===== src/rtl/vga_segdac_driver.sv =====
// VGA timing generator with segmented-DAC colour encoding.
//
// Purpose:
//   Generates hpos/vpos raster counters and registered hsync/vsync/de/
//   frame_start. Each 8-bit colour channel is converted into a 12-bit switch
//   code for a four-segment DAC. Each segment takes two input bits and drives
//   a 3-level thermometer code.
//
// Ports:
//   clk            pixel clock
//   rst            synchronous, active-high reset
//   en             advance enable; all registers hold while low
//   pix_r/g/b[7:0] binary colour for the current hpos/vpos
//   test_sel       selects the colour-bar pattern (only with the macro below)
//   hpos/vpos[9:0] raster counters, used as the pixel request
//   hsync/vsync    active-low sync pulses, registered
//   de             data enable (visible area), registered
//   frame_start    one-cycle pulse for the output cycle of hpos=0, vpos=0
//   R/G/B[11:0]    DAC switch codes, bit = segment*3 + (level-1)
//
// Configuration macro:
//   VGA_SEGDAC_TEST_PATTERN_EN  adds the 64-pixel colour-bar generator,
//                               selected by test_sel. Without it test_sel
//                               is ignored.

module vga_segdac_driver #(
  parameter int H_ACTIVE = 640,
  parameter int H_FP     = 16,
  parameter int H_SYNC   = 96,
  parameter int H_BP     = 48,
  parameter int V_ACTIVE = 480,
  parameter int V_FP     = 10,
  parameter int V_SYNC   = 2,
  parameter int V_BP     = 33
) (
  input  logic        clk,
  input  logic        rst,
  input  logic        en,
  input  logic [7:0]  pix_r,
  input  logic [7:0]  pix_g,
  input  logic [7:0]  pix_b,
  input  logic        test_sel,
  output logic [9:0]  hpos,
  output logic [9:0]  vpos,
  output logic        hsync,
  output logic        vsync,
  output logic        de,
  output logic        frame_start,
  output logic [11:0] R,
  output logic [11:0] G,
  output logic [11:0] B
);

  localparam int H_TOTAL = H_ACTIVE + H_FP + H_SYNC + H_BP;
  localparam int V_TOTAL = V_ACTIVE + V_FP + V_SYNC + V_BP;

  localparam logic [9:0] H_LAST   = 10'(H_TOTAL - 1);
  localparam logic [9:0] V_LAST   = 10'(V_TOTAL - 1);
  localparam logic [9:0] H_VIS    = 10'(H_ACTIVE);
  localparam logic [9:0] V_VIS    = 10'(V_ACTIVE);
  localparam logic [9:0] HS_BEGIN = 10'(H_ACTIVE + H_FP);
  localparam logic [9:0] HS_END   = 10'(H_ACTIVE + H_FP + H_SYNC);
  localparam logic [9:0] VS_BEGIN = 10'(V_ACTIVE + V_FP);
  localparam logic [9:0] VS_END   = 10'(V_ACTIVE + V_FP + V_SYNC);

  logic [9:0]  r_hpos;
  logic [9:0]  r_vpos;
  logic        r_hsync;
  logic        r_vsync;
  logic        r_de;
  logic        r_frame_start;
  logic [11:0] r_R;
  logic [11:0] r_G;
  logic [11:0] r_B;

  logic        w_hs_raw;
  logic        w_vs_raw;
  logic        w_de_raw;
  logic        w_fs_raw;
  logic [7:0]  w_r;
  logic [7:0]  w_g;
  logic [7:0]  w_b;

  // Each 2-bit segment value n sets thermometer levels 1..n.
  function automatic logic [11:0] seg_encode(input logic [7:0] val);
    logic [11:0] code;
    logic [1:0]  n;
    code = '0;
    for (int s = 0; s < 4; s++) begin
      n = val[2*s +: 2];
      code[3*s +: 3] = {(n == 2'd3), (n >= 2'd2), (n != 2'd0)};
    end
    return code;
  endfunction

  assign w_hs_raw = ~((r_hpos >= HS_BEGIN) && (r_hpos < HS_END));
  assign w_vs_raw = ~((r_vpos >= VS_BEGIN) && (r_vpos < VS_END));
  assign w_de_raw = (r_hpos < H_VIS) && (r_vpos < V_VIS);
  assign w_fs_raw = (r_hpos == 10'd0) && (r_vpos == 10'd0);

`ifdef VGA_SEGDAC_TEST_PATTERN_EN
  assign w_r = test_sel ? {8{r_hpos[6]}} : pix_r;
  assign w_g = test_sel ? {8{r_hpos[7]}} : pix_g;
  assign w_b = test_sel ? {8{r_hpos[8]}} : pix_b;
`else
  logic w_unused_test_sel;
  assign w_unused_test_sel = test_sel;
  assign w_r = pix_r;
  assign w_g = pix_g;
  assign w_b = pix_b;
`endif

  // Output registers load from the same counter state that the pixel inputs
  // are sampled against, so everything lands one enabled cycle later.
  // frame_start holds while en=0, so a stalled 0,0 never produces a second
  // pulse: the next enabled cycle sees hpos=1.
  always_ff @(posedge clk) begin
    if (rst) begin
      r_hpos        <= '0;
      r_vpos        <= '0;
      r_hsync       <= 1'b1;
      r_vsync       <= 1'b1;
      r_de          <= 1'b0;
      r_frame_start <= 1'b0;
      r_R           <= '0;
      r_G           <= '0;
      r_B           <= '0;
    end else if (en) begin
      if (r_hpos == H_LAST) begin
        r_hpos <= '0;
        r_vpos <= (r_vpos == V_LAST) ? 10'd0 : r_vpos + 10'd1;
      end else begin
        r_hpos <= r_hpos + 10'd1;
      end
      r_hsync       <= w_hs_raw;
      r_vsync       <= w_vs_raw;
      r_de          <= w_de_raw;
      r_frame_start <= w_fs_raw;
      r_R           <= w_de_raw ? seg_encode(w_r) : 12'h000;
      r_G           <= w_de_raw ? seg_encode(w_g) : 12'h000;
      r_B           <= w_de_raw ? seg_encode(w_b) : 12'h000;
    end
  end

  assign hpos        = r_hpos;
  assign vpos        = r_vpos;
  assign hsync       = r_hsync;
  assign vsync       = r_vsync;
  assign de          = r_de;
  assign frame_start = r_frame_start;
  assign R           = r_R;
  assign G           = r_G;
  assign B           = r_B;

endmodule


===== config.mk =====
export PLATFORM = sky130hd
export DESIGN_NAME = vga_segdac_driver
export DESIGN_NICKNAME = d
export VERILOG_FILES = /design/src/rtl/vga_segdac_driver.sv
export SDC_FILE = /design/constraint.sdc
export NUM_CORES = 1
export LEC_CHECK = 0
export CELL_PAD_IN_SITES_DETAIL_PLACEMENT = 0
export CELL_PAD_IN_SITES_GLOBAL_PLACEMENT = 1
export CORE_MARGIN = 2
export CORE_UTILIZATION = 31
export CTS_BUF_LIST = sky130_fd_sc_hd__clkbuf_8
export DETAILED_ROUTE_END_ITERATION = 10
export GPL_ROUTABILITY_DRIVEN = 0
export PLACE_DENSITY = 0.78
export SYNTH_ARGS = -nofsm -noshare
export SYNTH_HDL_FRONTEND = slang
export SYNTH_SLANG_ARGS = --single-unit

===== constraint.sdc =====
create_clock -name clk -period 1.6 [get_ports clk]
set_input_delay 0.32 -clock clk [delete_from_list [all_inputs] [get_ports clk]]
set_output_delay 0.32 -clock clk [all_outputs]
set_load 0.02 [all_outputs]

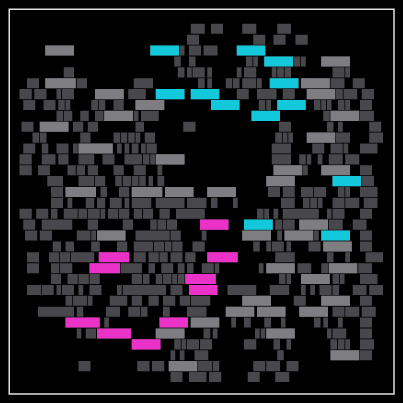
(sequential cells coloured by netlist name)
(4 px per um)
Key: cyan = `R` [sequential cells 12]; magenta = `hpos` [sequential cells 10]

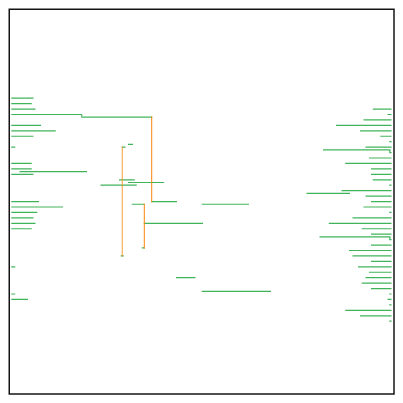
(routed metal, one colour a layer)
(4 px per um) Two of the layers only.
Key: orange = metal 4 [wire length 59.2 um]; green = metal 3 [wire length 501 um]
final WL: 7310 um
GRT Total Usage: 16.0%
WL per Instance: 14.1 um
DR vias: 2,594

==> impl_metrics.toml <==
# yosys + openroad results
[clock_tree]
clk_pin_slew_ps = 70
cts_buffer_depth = 2
hold_buffers = 0
cts-root-buf = "clkbuf_8"
cts_buffers = 9

[logic_synthesis]
ys_cells = 295
avgSynthCellArea_um2 = 8.86
top_area_share_pct = 46.0
floorplan.nets = 328
area_leaders = "dfxtp_1 46%, nand2_1 7.3%, a21oi_1 6.7%"
flop_cell = "dfxtp_1"
edf_count = 0

[cells_and_area]
drive_above_1_share_pct = 20.7
num_antenna_cells = 0
syn_to_final_growth_pct = 53.3
regArea_um2 = 1220

[grt]
met1_usage_pct = 20.2
grt_pass1_vias = 2481
grt_start_max_net_pins = 39
grt_pass1_wl_um = 11500

[place]
post-place-ws_ps = -280
dp_hpwl_um = 5170
io_buffers = 86

[die]
dieArea_um2 = 9180
die_h_um = 95.8
io_pins = 88
die_w_um = 95.8

[setup_path]
end_kind = "register"
cp_max_fo = 4

[timing]
fin_hold_ws_ps = 348
rsz0062_at_grt = "true"
fin_ws_ps = 45.5

[run]
tool_warnings = 32
cap_viol_max_count = 0

[outcome]
status = "finished, final reports clean"

[route]
drtAntennaViolNets = 0
first_pass_iters = 4

[pwr]
leakage_nw = 1.82
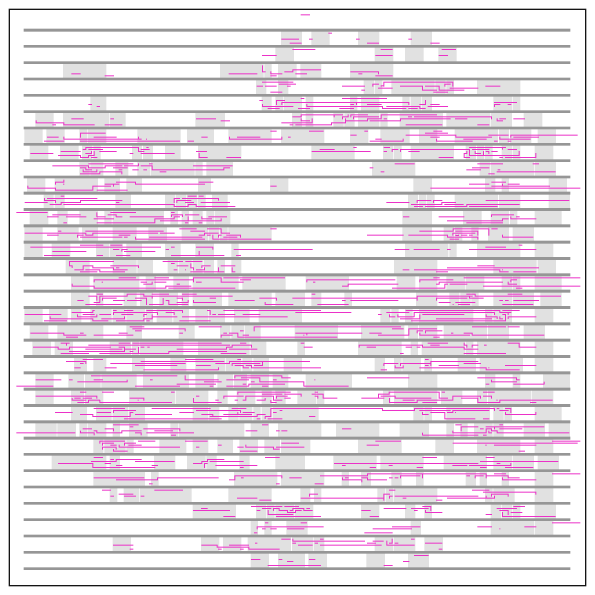
(M1 wires)
(6 px per um) Supply wires on this layer in grey. Cells faint in the background.
The layer holds 47% of the routed length. The longest straight run is 24.8 um. The wires run mostly horizontal.

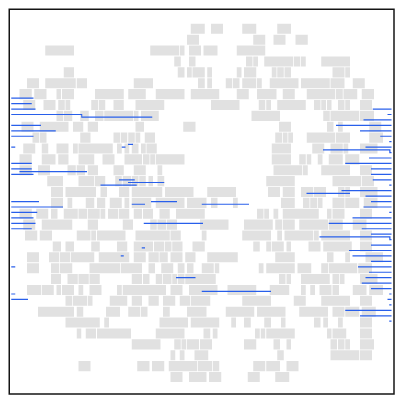
(signal wires on met3)
(4 px per um) Cells faint in the background.
The layer holds 6.9% of the routed length. The wires run mostly horizontal.
M3 GR Usage: 5.17%

## logic make-up after synthesis
family,count (synthesis),synth area share [%]
compound gates,64,14.6
xor+xnor,13,4.36
fa+ha+maj,5,2.39
mux,2,0.766
flops,60,46.0
simple gates,126,25.8
buf+inv,25,6.08
## where the power goes
| group | internal [mW] | switching [mW] |
|---|---|---|
| Clock | 0.779 | 0.549 |
| Sequential | 1.55 | 0.0306 |
| Combinational | 0.196 | 0.228 |
## final cells by class
class	instances	area share [%]
multi-input cells	210	32.1
flip-flops and latches	60	30.5
clock inverters	3	0.968
well taps	105	3.28
inverters	6	0.625
clock buffers	11	3.78
repair buffers	125	28.7
## what timing repair did
item | 4_1_cts | 5_1_grt
buffers inserted | 0 | 1
resized | 56 | 17
endpoints found under the setup margin | 56 | 25
pin swaps | 0 | 6
cloned | 0 | 1
## cell usage after synthesis (all sizes together), types with 4 or more instances
cell    instances
inv             6
a32oi           4
dfxtp          60
nor4            4
nand4           7
buf             8
clkbuf          8
nand2          51
and4            4
a21oi          40
o21ai          18
nand3          18
xor2            9
nor3            8
nor2           17
xnor2           4
ha              5
## registers in the layout, summed over array words and instances (netlist names), 10 cells and up
| signal | count |
|---|---|
| hpos | 10 |
| B | 12 |
| R | 12 |
| vpos | 10 |
| G | 12 |
## per-stage QoR
stage          TNS, ps  area (um2)  utilization (%)  std cells  power [mW]
6_report             0        4010             49.0        520        3.33
5_1_grt          -53.0        4010             49.0        520        3.48
4_1_cts              0        3920             48.0        518        3.37
3_5_place_dp    -10980        3790             46.4        504        2.06
3_3_place_gp     -9550        3790             46.4        504        2.06
2_1_floorplan    -51.5        2630                -        295        1.83
## critical path: stages, from the launching register on
cell and delay [ps]:
dfxtp_2 340, or4_1 510, or4_1 500, a21oi_1 150
## layer usage
layer,up-vias,share of wire [%]
li1,1274,-
met1,1230,47
met2,83,45
met3,7,6.8
met4,0,0.81
met5,-,0
## final timing paths
check	startpoint	endpoint	slack (ps)	depth (start not counted)
worst max-delay path	hpos[2]	frame_start	50	3
worst min-delay path	rst	de	350	2
worst max register to register	hpos[2]	frame_start	50	3
worst min register to register	B[9]	B[9]	460	2
Power figures rest on the tool's default switching activity, not on a simulated workload.
